File: src/rtl/uart_tx_arbiter.sv
// rtl/uart_tx_arbiter.sv - round-robin arbiter sharing one 8N1/8N2 UART transmit line
module uart_tx_arbiter #(
  parameter int NUM_REQ   = 4,
  parameter int DIVISOR   = 1250,
  parameter int STOP_BITS = 1
) (
  input  logic                 clock_in,
  input  logic                 reset_in,
  input  logic [NUM_REQ-1:0]   req_valid,
  input  logic [8*NUM_REQ-1:0] req_data,
  output logic [NUM_REQ-1:0]   req_ack,
  output logic [2:0]           grant_id,
  output logic                 busy,
  output logic                 uart_out
);

  localparam int            BW        = (DIVISOR > 1) ? $clog2(DIVISOR) : 1;
  localparam logic [BW-1:0] BAUD_LAST = BW'(DIVISOR - 1);
  localparam logic [2:0]    LAST_INIT = 3'(NUM_REQ - 1);

  typedef enum logic [1:0] {IDLE, START, DATA, STOP} state_t;

  state_t               state, state_n;
  logic [BW-1:0]        baud, baud_n;
  logic [2:0]           bit_cnt, bit_cnt_n;
  logic                 stop_cnt, stop_cnt_n;
  logic [7:0]           shift, shift_n;
  logic [2:0]           last, last_n;
  logic [2:0]           grant_n;
  logic                 busy_n;
  logic                 uart_n;
  logic [NUM_REQ-1:0]   ack_n;
  logic                 boundary;
  logic                 found;
  int                   idx;

  // Register every piece of state; reset aborts any frame and idles the line high.
  always_ff @(posedge clock_in or posedge reset_in) begin
    if (reset_in) begin
      state    <= IDLE;
      baud     <= '0;
      bit_cnt  <= '0;
      stop_cnt <= 1'b0;
      shift    <= '0;
      last     <= LAST_INIT;
      grant_id <= '0;
      busy     <= 1'b0;
      uart_out <= 1'b1;
      req_ack  <= '0;
    end else begin
      state    <= state_n;
      baud     <= baud_n;
      bit_cnt  <= bit_cnt_n;
      stop_cnt <= stop_cnt_n;
      shift    <= shift_n;
      last     <= last_n;
      grant_id <= grant_n;
      busy     <= busy_n;
      uart_out <= uart_n;
      req_ack  <= ack_n;
    end
  end

  // Next-state logic: round-robin grant in IDLE, then baud-paced start/data/stop sequencing.
  always_comb begin
    state_n    = state;
    baud_n     = baud;
    bit_cnt_n  = bit_cnt;
    stop_cnt_n = stop_cnt;
    shift_n    = shift;
    last_n     = last;
    grant_n    = grant_id;
    busy_n     = busy;
    uart_n     = uart_out;
    ack_n      = '0;
    found      = 1'b0;
    idx        = 0;
    boundary   = (baud == BAUD_LAST);

    // Baud counter only runs while a frame is on the line; each wrap is a bit boundary.
    if (state != IDLE) begin
      baud_n = boundary ? '0 : baud + 1'b1;
    end

    case (state)
      IDLE: begin
        baud_n = '0;
        uart_n = 1'b1;
        // Search starts just past the previous winner so every requester gets its turn.
        for (int k = 1; k <= NUM_REQ; k++) begin
          if (!found && req_valid[(int'(last) + k) % NUM_REQ]) begin
            found = 1'b1;
            idx   = (int'(last) + k) % NUM_REQ;
          end
        end
        if (found) begin
          ack_n[idx] = 1'b1;
          shift_n    = req_data[8*idx +: 8];
          grant_n    = 3'(idx);
          last_n     = 3'(idx);
          busy_n     = 1'b1;
          uart_n     = 1'b0;
          state_n    = START;
        end
      end
      START: begin
        if (boundary) begin
          uart_n    = shift[0];
          bit_cnt_n = '0;
          state_n   = DATA;
        end
      end
      DATA: begin
        if (boundary) begin
          if (bit_cnt == 3'd7) begin
            uart_n     = 1'b1;
            stop_cnt_n = 1'b0;
            state_n    = STOP;
          end else begin
            shift_n   = shift >> 1;
            uart_n    = shift[1];
            bit_cnt_n = bit_cnt + 3'd1;
          end
        end
      end
      STOP: begin
        if (boundary) begin
          if (STOP_BITS == 1 || stop_cnt) begin
            busy_n  = 1'b0;
            state_n = IDLE;
          end else begin
            stop_cnt_n = 1'b1;
          end
        end
      end
      default: begin
        state_n = IDLE;
      end
    endcase
  end

endmodule

File: config.mk
export PLATFORM = sky130hd
export DESIGN_NAME = uart_tx_arbiter
export DESIGN_NICKNAME = d
export VERILOG_FILES = /design/src/rtl/uart_tx_arbiter.sv
export SDC_FILE = /design/constraint.sdc
export NUM_CORES = 1
export LEC_CHECK = 0
export CAP_MARGIN = 15
export CORE_ASPECT_RATIO = 0.6
export CORE_MARGIN = 4
export CORE_UTILIZATION = 55
export CTS_CLUSTER_SIZE = 8
export DETAILED_ROUTE_END_ITERATION = 10
export PLACE_DENSITY_LB_ADDON = 0.15
export RECOVER_POWER = 25
export SLEW_MARGIN = 20
export SYNTH_ARGS = -nofsm -noshare
export SYNTH_HDL_FRONTEND = slang
export SYNTH_SLANG_ARGS = --single-unit
File: constraint.sdc
create_clock -name clock_in -period 4.4 [get_ports clock_in]
set_clock_uncertainty 0.15 [all_clocks]
set_input_delay 0.66 -clock clock_in [delete_from_list [all_inputs] [get_ports clock_in]]
set_output_delay 0.66 -clock clock_in [all_outputs]
set_load 0.02 [all_outputs]
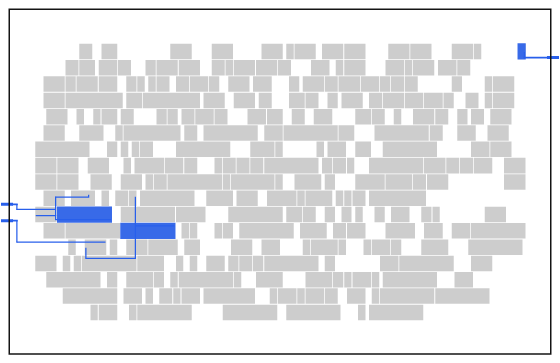
run_1/port_trees.png
grant_id: shown in blue, bits 3, direction output, edge 2 left, 1 right, end cells 3, buffers 2, wire 80.4 um.

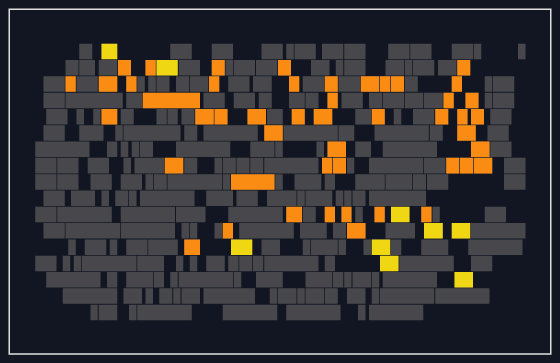
run_1/gates.png
non-inverting ao/oa cells: shown in yellow, cells 9. aoi and oai cells: shown in orange, cells 48.

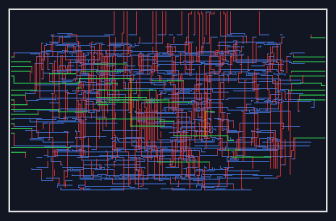
run_1/layers.png
M4: shown in orange, wire length 20.4 um. M3: shown in green, wire length 411 um. M2: shown in red, wire length 2360 um. M1: shown in blue, wire length 2620 um.

==> run 1: layer usage <==
layer / vias up / routed length [um] / track usage, %
met4: 0 / 20 / 4.36
met3: 4 / 410 / 7.25
met2: 65 / 2360 / 32.2
met5: - / 0 / 0
li1: 944 / - / -
met1: 894 / 2620 / 32.6
==> run 1: state kept, by name, indices dropped and copies added (netlist names) <==
register,cells
req_ack,4
shift,8
state,2
busy,1
grant_id,2
uart_out,1
baud,11
bit_cnt,3
last,2
==> run 1: metrics by stage <==
step | power [mW] | std cells | utilization [%] | area [um^2] | setup slack (ns)
final | 0.651 | 327 | 73.0 | 2770 | 1.47
after detailed placement | 0.410 | 319 | 70.6 | 2670 | 1.37
after global placement | 0.409 | 319 | 70.6 | 2670 | 1.48
after CTS | 0.653 | 327 | 73.1 | 2770 | 1.45
after floorplan | 0.366 | 238 | - | 2220 | 2.28
after global routing | 0.681 | 327 | 73.0 | 2770 | 1.25
==> run 1: worst min-delay path: stages (launching register included) <==
cell	delay, ns
sky130_fd_sc_hd__dfrtp_1	0.34
sky130_fd_sc_hd__nand2_1	0.06
sky130_fd_sc_hd__o221ai_1	0.07
==> run 1: cell families after synthesis <==
family | after synthesis | synth area share (%)
AND-OR/OR-AND | 57 | 19.3
AND/OR/NAND/NOR | 91 | 23.2
XOR/XNOR | 9 | 3.55
multiplexers | 10 | 4.67
buffers and inverters | 27 | 5.63
adder cells (fa/ha/maj) | 9 | 5.07
other | 1 | 0.169
flip-flops | 34 | 38.5
==> run 1: final cells by class <==
type | count | area [um^2]
clock buffers | 6 | 82.6
clock inverters | 2 | 12.5
fillers | 286 | 1020
inverters | 14 | 52.6
multi-input cells | 177 | 1240
flip-flops and latches | 34 | 855
well taps | 47 | 58.8
repair buffers | 47 | 462
==> notes.md, run 1 <==
Figures from the implementation reports.

- Looking at the critical path, the single cell with the biggest stage delay is sky130_fd_sc_hd__ha_1.
- The largest area contributor in the synthesized netlist is sky130_fd_sc_hd__dfrtp_1.
- The capturing instance or port of the critical path is shift[1].
- The wire length of the first global-routing pass reads 9190 um.
- In this run the worst setup path begins at state[0].
- Based on the critical path, the design can be clocked at up to 341 MHz.
- Setup violations remaining at the end of the flow were counted as 0.
- The area share of the largest cell type after synthesis reads 34.9%.
- The flow ran to the end, but the final reports show violations.
- The power density of the placed cells is 236 nW/um^2.
- Sorting the synthesis cell report by count puts at the top sky130_fd_sc_hd__dfrtp_1.
- The count of different cell masters after synthesis is 51.
- The H-tree depth reads 2.
- The ratio of final minimum period to clock period reads 66.6%.
- The total of buffers placed on input and output ports reads 45.
- The power in sequential cells is 0.318 mW.
- The register-to-register setup slack is 1.47 ns.
- The number of clock sinks seen by CTS reads 34.
- The signal on the critical path passes through inv_1, ha_1, nor2_1, a211oi_4, mux2i_1, a31oi_1.
- The chip area reads 5150 um^2.
- The initial antenna violation count is 0.
- The depth of the most critical reg-to-reg path is 6.
- The net count entering floorplan reads 285.
- The checks that failed: capacitance limit, slew limit.
- The combinational group share of total power is 13.2%.
- The total standard cell area after synthesis reads 2220 um^2.
- The count of TritonRoute iterations in the first routing pass reads 4.
- The CTS report gives the tree buffer count as 5.
- The number of maximum-capacitance constraint violations is 1.
- In this run the horizontal extent of the chip is 90.1 um.
- The mean number of vias per cell reads 5.83.
- The proportion of total power due to net switching is 24.9%.
- The start-to-end type of the worst setup path reads reg2reg.
- The maximum fanout encountered on the critical timing path is 30.
- Per the detail_route report, routed wire per instance is 16.5 um.
- After clock tree synthesis, the clock-pin slew on the worst setup and hold paths is 0.08 ns.
- The largest net degree at the start of global routing reads 35.
- The total global routing overflow is 0.
- The average cell area after synthesis is 9.34 um^2.
- The end of the worst register-to-register path reads shift[1].
- The number of DRC markers after the initial detailed-route iteration is 80.
- The worst vdd rail ir drop reads 0.183 mV.
- Nets still carrying antenna violations after routing amount to 0.
- On the critical path the largest part of the delay comes from adder cells.
- The number of buffers added to fix hold violations after cts is 0.
- The final max-slew violation count reads 35.
- The number of top-level design ports reads 47.
- Per the synth log, the flip-flop and latch total comes to 34.
- The post-synthesis to final-layout area growth reads 24.4%.
run_1/clock_wires.png
Bar = 20 um.
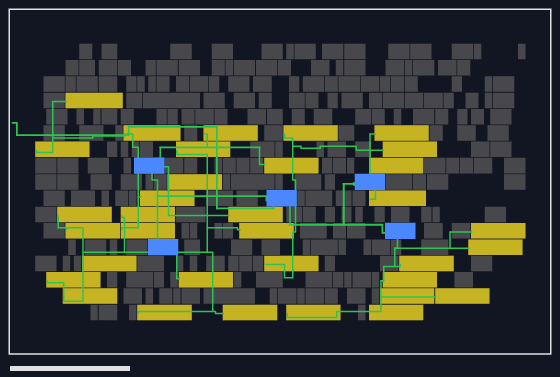

==> run 1 -> run 2 <==
--- a/config.mk
+++ b/config.mk
@@ -8,7 +8,7 @@
 export CAP_MARGIN = 15
 export CORE_ASPECT_RATIO = 0.6
 export CORE_MARGIN = 4
-export CORE_UTILIZATION = 55
+export CORE_UTILIZATION = 46
 export CTS_CLUSTER_SIZE = 8
 export DETAILED_ROUTE_END_ITERATION = 10
 export PLACE_DENSITY_LB_ADDON = 0.15
==> constraint.sdc (replaced) <==
create_clock -name clock_in -period 2.4 [get_ports clock_in]
set_clock_uncertainty 0.15 [all_clocks]
set_input_delay 0.36 -clock clock_in [delete_from_list [all_inputs] [get_ports clock_in]]
set_output_delay 0.36 -clock clock_in [all_outputs]
set_load 0.02 [all_outputs]
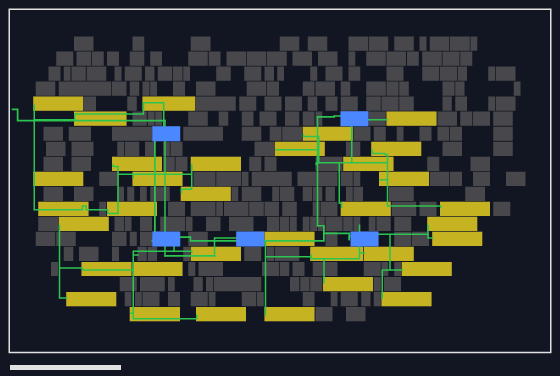
run_2/clock_wires.png
Bar = 20 um.
clock-net drivers: shown in blue, count 5. clock wires: shown in green, length 482 um. flip-flops: shown in yellow, count 34.
There are 6 routed clock nets.

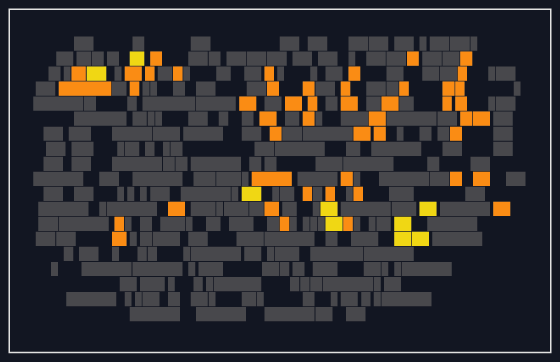
run_2/gates.png
non-inverting ao/oa cells: shown in yellow, cells 9. aoi and oai cells: shown in orange, cells 48.

==> run 2 against run 1 <==
Net effect:
- the run now ends clean
- setup slack lost 1.3 ns
- count of clock-buffer cells in the layout is 1 higher
- via count is 4.2% higher
- sequential power up 83%
- hold slack got worse by 0.019 ns
- largest cell class unchanged
- highest routed layer unchanged
==> notes.md, run 2 <==
Figures from the implementation reports.

- The maximum fanout encountered on the critical timing path reads 7.
- Per the breakdown, switching nets consume 23.7% of all power.
- Combinational logic is responsible for 14.4% of the overall power.
- The H-tree depth reads 2.
- The largest registers in the layout are baud: 11 flops, shift: 8 flops, req_ack: 4 flops.
- The number of DRC markers after the initial detailed-route iteration reads 97.
- The count of filler cells inserted in the layout reads 406.
- The final standard cell utilization of the core reads 63.7%.
- The netlist uses 51 different library cells.
- The total of buffers placed on input and output ports reads 45.
- The post-synthesis register bit count is 34.
- In the final report, the number of pins over their slew limit comes to 0.
- In this run, power in flip-flops and latches comes to 0.583 mW.
- Sorting the synthesis cell report by count puts at the top sky130_fd_sc_hd__dfrtp_1.
- Synthesis produced a netlist with a net count of 285.
- The initial antenna violation count was 0.
- The sequential cells in the finished layout cover a total of 855 um^2.
- Setup slack on the worst path after placement came out at -0.129 ns.
- The register-to-register setup slack is 0.29 ns.
- The floorplan step defined a die boundary enclosing 6040 um^2.
- The wire length of the first global-routing pass is 8630 um.
- The register with the most flip-flops in the layout has 11 of them.
- The power density of the placed cells is 406 nW/um^2.
- For this run, the detailed router reports a per-instance via density of 5.57.
- The worst vdd rail ir drop reads 0.278 mV.
- The number of antenna-violating nets in the routed design is 0.
- Counting the buffers created by CTS gives 5.
- The total global routing overflow reads 0.
- After layout, the worst path uses 91.1% of the clock period.
- The average cell area after synthesis reads 9.34 um^2.
- The number of maximum-capacitance constraint violations is 0.
- The flow ran to the end, and the final reports show no timing, DRC or antenna violations.
- The clock input transition at the sequential cells of the worst setup and hold paths reads 0.07 ns.
==> run 2: timing repair <==
item	in CTS	in global routing
setup buffers	0	1
endpoints found under the setup margin	0	4
hold buffers	0	0
hold endpoints to repair	0	0
==> run 2: worst max-delay path: stages <==
cell and delay, ns:
sky130_fd_sc_hd__clkdlybuf4s50_1 0.55, sky130_fd_sc_hd__nor4_1 0.49, sky130_fd_sc_hd__and2_1 0.28, sky130_fd_sc_hd__o21bai_1 0.18, sky130_fd_sc_hd__mux2_2 0.36
==> run 2: final cells by class <==
type | instances | area share (%)
Inverter | 14 | 1.79
Clock inverter | 1 | 0.170
Clock buffer | 7 | 2.94
Tap cell | 63 | 2.68
Sequential cell | 34 | 29.1
Timing Repair Buffer | 61 | 21.0
Multi-Input combinational cell | 177 | 42.3
==> run 2: routing by layer <==
layer | vias up | track usage, % | share of wire (%)
li1 | 966 | - | -
met1 | 948 | 27.3 | 51
met2 | 63 | 25.9 | 40
met3 | 10 | 4.68 | 6.8
met4 | 0 | 7.10 | 1.6
met5 | - | 0 | 0
==> run 2: per-stage QoR <==
step / area (um^2) / hold WS, ns / instances / power [mW]
after floorplan: 2220 / 0.296 / 238 / 0.672
after global placement: 2830 / 0.307 / 348 / 0.766
after detailed placement: 2830 / 0.314 / 348 / 0.766
after CTS: 2920 / 0.328 / 356 / 1.20
after global routing: 2940 / 0.378 / 357 / 1.25
final: 2940 / 0.330 / 357 / 1.19
==> run 2: cells by family (layout without fill, tap and decap cells) <==
group           after synthesis  after routing  synth area share (%)
simple gates                 91             91                  23.2
compound gates               57             57                  19.3
flops                        34             34                  38.5
buf+inv                      27             83                  5.63
mux                          10             10                  4.67
fa+ha+maj                     9              9                  5.07
xor+xnor                      9              9                  3.55
other cells                   1              1                 0.169
run_2/port_trees.png
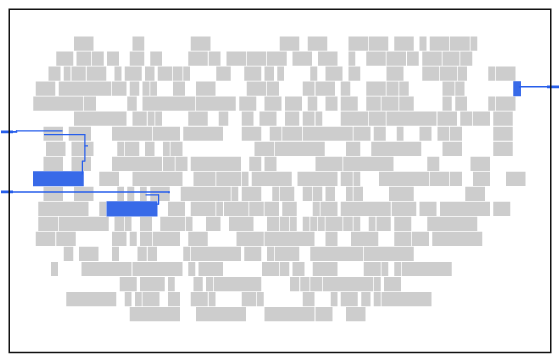

==> run 2 -> run 3 <==
--- a/config.mk
+++ b/config.mk
@@ -6,7 +6,6 @@
 export NUM_CORES = 1
 export LEC_CHECK = 0
 export CAP_MARGIN = 15
-export CORE_ASPECT_RATIO = 0.6
 export CORE_MARGIN = 4
 export CORE_UTILIZATION = 46
 export CTS_CLUSTER_SIZE = 8
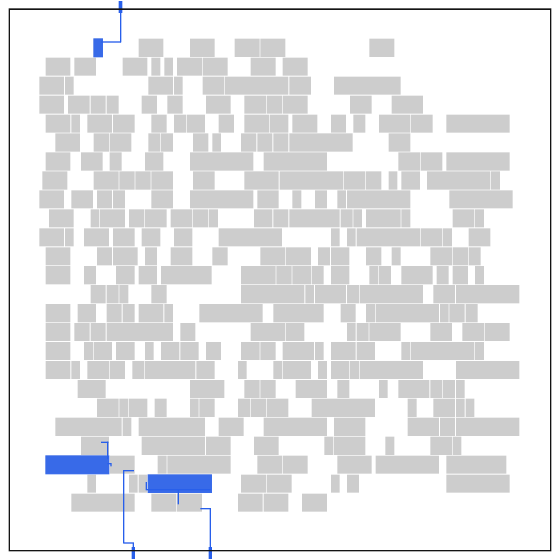
run_3/port_trees.png
grant_id: shown in blue, bits 3, direction output, edge 2 bottom, 1 top, end cells 3, buffers 2, wire 44.2 um.

==> run 3 against run 2 <==
Net effect:
- die size down 0.60%
- combinational power barely moved
- clock power is essentially flat
- wire length decreased by 5.5%
- critical path depth is the same
- sequential cell count stayed put
- power is 0.11% lower
- setup slack improved by 0.032 ns
- cell area decreased by 0.30%
- area after synthesis did not move
- critical path type unchanged
- largest cell class unchanged
==> notes.md, run 3 <==
Figures from the implementation reports.

- The chip occupies 6010 um^2.
- The CTS buffer count is 5.
- The post-synthesis register bit count reads 34.
- The number of placed instances, taps included, is 340.
- The H-tree depth reads 2.
- The net count entering floorplan reads 285.
- The worst vdd rail ir drop is 0.197 mV.
- The final standard cell utilization of the core is 62.4%.
- The number of flip-flops in the largest register is 11.
- The largest register by flop count reads baud.
- The flow ran to the end, and the final reports show no timing, DRC or antenna violations.
- Entering global routing, the biggest net connects 35 pins.
- Based on the critical path, the design can be clocked at up to 464 MHz.
- Of the combinational cells, the family taking the most area is simple AND/OR/NAND/NOR gates.
- The parity-gate share of the synthesized area counting xor and xnor cells is 3.55%.
- The total global routing overflow is 0.
- The die span in x reads 77.5 um.
- The number of maximum-capacitance constraint violations is 0.
- After the flow finishes, the layout carries non-filler instances totaling 350.
- The first global-routing pass estimated 8690 um of wire.
- The average wire length per cell after detail routing reads 14.2 um.
- The number of buffers added to fix hold violations after cts is 0.
- Compared with the post-synthesis result, the final layout area differs by 31.8%.
- The final non-filler cell area reads 2930 um^2.
- After synthesis, the netlist uses 51 different library cells.
- The power consumption is 1.19 mW.
- The initial antenna violation count came to 0.
- Summed over its instances, the top area cell type makes up 34.9% of the synthesized netlist area.
- Hold timing on the final database bottoms out at a slack of 0.336 ns.
- The total standard cell area after synthesis is 2220 um^2.
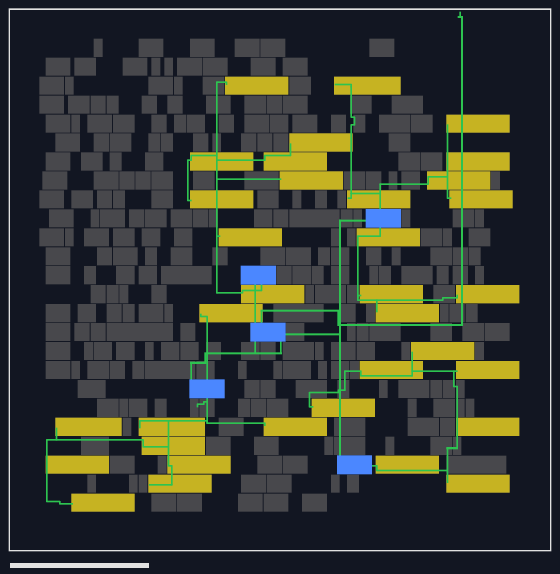
run_3/clock_wires.png
Bar = 20 um.
relative contribution of the clock network to total power: 36.8%
clk_lat worst skew: 0.28 ns
clock group power: 0.438 mW

[run 3: cell counts after synthesis]
Identical to the previous run, type by type.
[run 3: cell type report]
type,instances,area (um^2)
clock buffer,7,86.3
clock inverter,1,5.00
fill,403,1760
inverter,14,52.6
multi-input combinational,177,1240
sequential,34,855
tap,54,67.6
timing repair buffer,63,621
[run 3: logic make-up after synthesis]
family                     count (synthesis)
DFF                                       34
buffers and inverters                     27
and+or+nand+nor                           91
other                                      1
xor gates and xnor gates                   9
adders and majority gates                  9
muxes                                     10
AOI/OAI and AO/OA                         57
[run 3: layer usage]
layer / wire [um] / vias to the layer above / GRT usage (%)
met3: 195 / 5 / 3.13
met5: 0 / - / 0
li1: - / 974 / -
met2: 2540 / 46 / 31.0
met1: 2170 / 893 / 21.9
met4: 78 / 0 / 7.30
[run 3: power by group]
group	switching [mW]	internal [mW]
Clock	0.207	0.231
Combinational	0.0713	0.0986
Sequential	0.00311	0.579
[run 3: critical path: stages]
cell and delay (ns):
sky130_fd_sc_hd__clkdlybuf4s50_1 0.53, sky130_fd_sc_hd__nor4_1 0.46, sky130_fd_sc_hd__and2_1 0.29, sky130_fd_sc_hd__o21bai_1 0.17, sky130_fd_sc_hd__mux2_2 0.36
[run 3: path summary, 6_finish.rpt]
path | from | end | slack [ns] | cells past startpoint
worst max-delay path | req_valid[3] | state[1] | 0.25 | 5
worst min-delay path | grant_id[1] | grant_id[1] | 0.34 | 2
worst max register to register | bit_cnt[0] | shift[6] | 0.39 | 8
worst min register to register | grant_id[1] | grant_id[1] | 0.34 | 2
max in group asynchronous | reset_in | state[0] | 0.96 | 3
min in group asynchronous | reset_in | baud[0] | 0.62 | 3
[run 3: what timing repair did]
item	CTS	global route
buffers inserted	0	2
endpoints found under the setup margin	0	4
gates resized	0	0
Power figures rest on the tool's default switching activity, not on a simulated workload.
